==> config.mk <==
export PLATFORM = sky130hd
export DESIGN_NAME = clk_div_multi_flat
export DESIGN_NICKNAME = d
export VERILOG_FILES = /design/src/rtl/clk_div_multi_if.sv /design/src/rtl/clk_div_multi.sv /design/src/flat_wrapper.sv
export SDC_FILE = /design/constraint.sdc
export NUM_CORES = 1
export LEC_CHECK = 0
export ABC_AREA = 1
export CAP_MARGIN = 0
export CORE_MARGIN = 4
export CORE_UTILIZATION = 46
export CTS_BUF_LIST = sky130_fd_sc_hd__clkbuf_4 sky130_fd_sc_hd__clkbuf_8
export DETAILED_ROUTE_END_ITERATION = 6
export GPL_TIMING_DRIVEN = 0
export REMOVE_ABC_BUFFERS = 1
export SLEW_MARGIN = 20
export SYNTH_ARGS = -nofsm -noshare
export SYNTH_HDL_FRONTEND = slang
export SYNTH_SLANG_ARGS = --single-unit
export TNS_END_PERCENT = 30
==> constraint.sdc <==
create_clock -name clk -period 4.15 [get_ports clk]
set_input_delay 1.0375 -clock clk [delete_from_list [all_inputs] [get_ports clk]]
set_output_delay 1.0375 -clock clk [all_outputs]
set_load 0.05 [all_outputs]
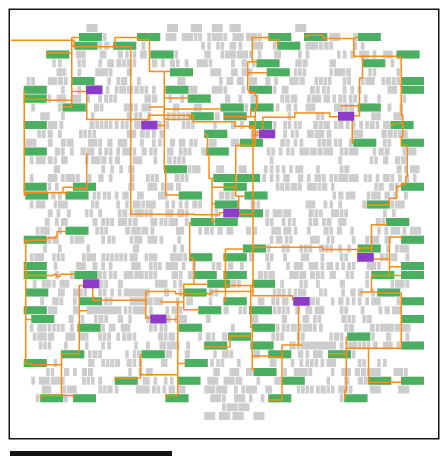
*Clock wires, drivers and flops*
Scale bar: 50 µm.
[clock drivers] purple | count: 9
[flip-flops] green | count: 108
[clock wires] orange | length: 1480 µm
flops lie	widely spread
routed clock nets	10
Clock group: 732 µW
Latency at later pin: 400 ps
Worst Clk Skew: 9.87 ps

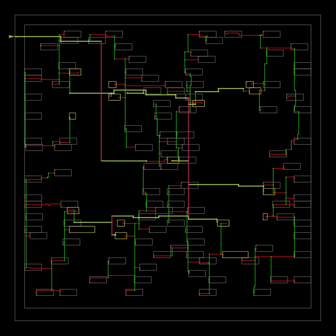
*Clock nets*
Clock Sinks: 108
TritonCTS Buffers: 9

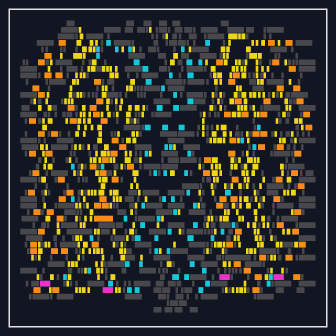
*Logic cells by family*
family	colour	cells	most used
NAND gates	yellow	417	nand2_1
inverting AOI/OAI gates	cyan	71	o21ai_0
adder and majority cells	magenta	4	ha_1
XOR/XNOR gates	orange	94	xor2_1
Comb area share: 0.545
fin cells: 1339
most instantiated logic cell after routing: nand2_1

==> job_summary.md <==
### Yosys + OpenROAD results

| Metric | Value |
|---|---|
| Met3 wire length | `434 µm` |
| # resized after CTS | `0` |
| Via density per instance | `between 4 and 5` |
| RSZ-0062 raised after global routing | `no` |
| Critical path type | `in2reg` |
| Met1 Wirelength | `approximately 8.4 mm` |
| Setup tns final | `0 ps` |
| Area of the core | `~15000 µm²` |
| Max frequency | `319 MHz` |
| Synth Warn # | `0` |
| Yosys aoi share | `0.0580` |
| Root buf cell | `clkbuf_8` |
| First-pass GRT wire length | `approximately 31 mm` |
| Setup bufs post-CTS | `0` |
| Adder share | `0.00707` |
| Part of the power in combinational logic | `0.147` |
| # IOs | `36` |
| # rows | `45` |
| Total track usage | `0.220` |
| Cell family with most CP delay | `simple AND/OR/NAND/NOR gates` |
| H-Tree Depth | `3` |
| Status | `completed` |
| Critical path peak fanout | `26` |
| ANT cells | `0` |
| Slowest cell on the critical path | `clkdlybuf4s50_1` |
| Number of detailed-route iterations in the first pass | `5` |
| Max-cap viol count | `0` |
| # placed instances | `~1300` |
| GR Overflow Total | `0` |
| Slew headroom | `0.406` |
| Vias in the first global route | `6471` |
| Area Overhead vs Synth | `10.0%` |
| Net Sw Frac | `0.291` |
| DIE AREA | `~17000 µm²` |
| NumNets Final | `approximately 1200` |
| Post-Synth Simple-Gate Area | `0.413` |
| Layout cell share with drive strength beyond 1 | `0.0452` |
| WL per Instance | `roughly 14 µm` |
| Unique cell types | `35` |
| Worst vdd ir | `178 µV` |
| Comb area | `around 4200 µm²` |
| CP arrival | `around 3400 ps` |
| Finished Core Util | `0.514` |
| CP Depth | `12` |
| Floorplan core density | `0.467` |
| Seq group | `about 1100 µW` |
| Top cells by count | `nand2_1 (283), nor2_1 (200), inv_1 (151), dfxtp_1 (108), nand3_1 (76)` |
| Die H | `between 100 and 150 µm` |
| Top cells, area | `dfxtp_1 (31%), nand2_1 (15%), nor2_1 (11%)` |
| R2R setup slack | `about 1500 ps` |
| Routed wire length | `18.8 mm` |
| Hold path depth | `2` |
| Setup violators final | `0` |
| Least-Margin Pin Slew | `approximately 890 ps` |
| GPL Wtd Cong | `about 0.90` |
| Detailed placement HPWL | `around 15 mm` |
| Seq share, synth | `0.305` |
| CTS Buffer Depth | `2` |
## layer usage
| metal | global-route usage | vias up |
|---|---|---|
| li1 | - | 3579 |
| met1 | 0.260 | 2982 |
| met2 | 0.393 | 85 |
| met3 | 0.0408 | 38 |
| met4 | 0.0898 | 0 |
| met5 | 0 | - |
## stage by stage
step / hold slack (ps) / setup slack [ps]
finish: 492 / 1010
global route: 520 / 785
CTS: 496 / 1020
detailed placement: 478 / 571
global placement: 479 / 479
floorplan: 463 / 1650
## final cells by class
cell class                      instances  area share
Multi-Input combinational cell        839       0.545
Sequential cell                       108       0.278
Inverter                              153      0.0737
Timing Repair Buffer                   35      0.0450
Tap cell                              188      0.0302
Clock buffer                            9      0.0159
Clock inverter                          7      0.0127
Power figures rest on the tool's default switching activity, not on a simulated workload.
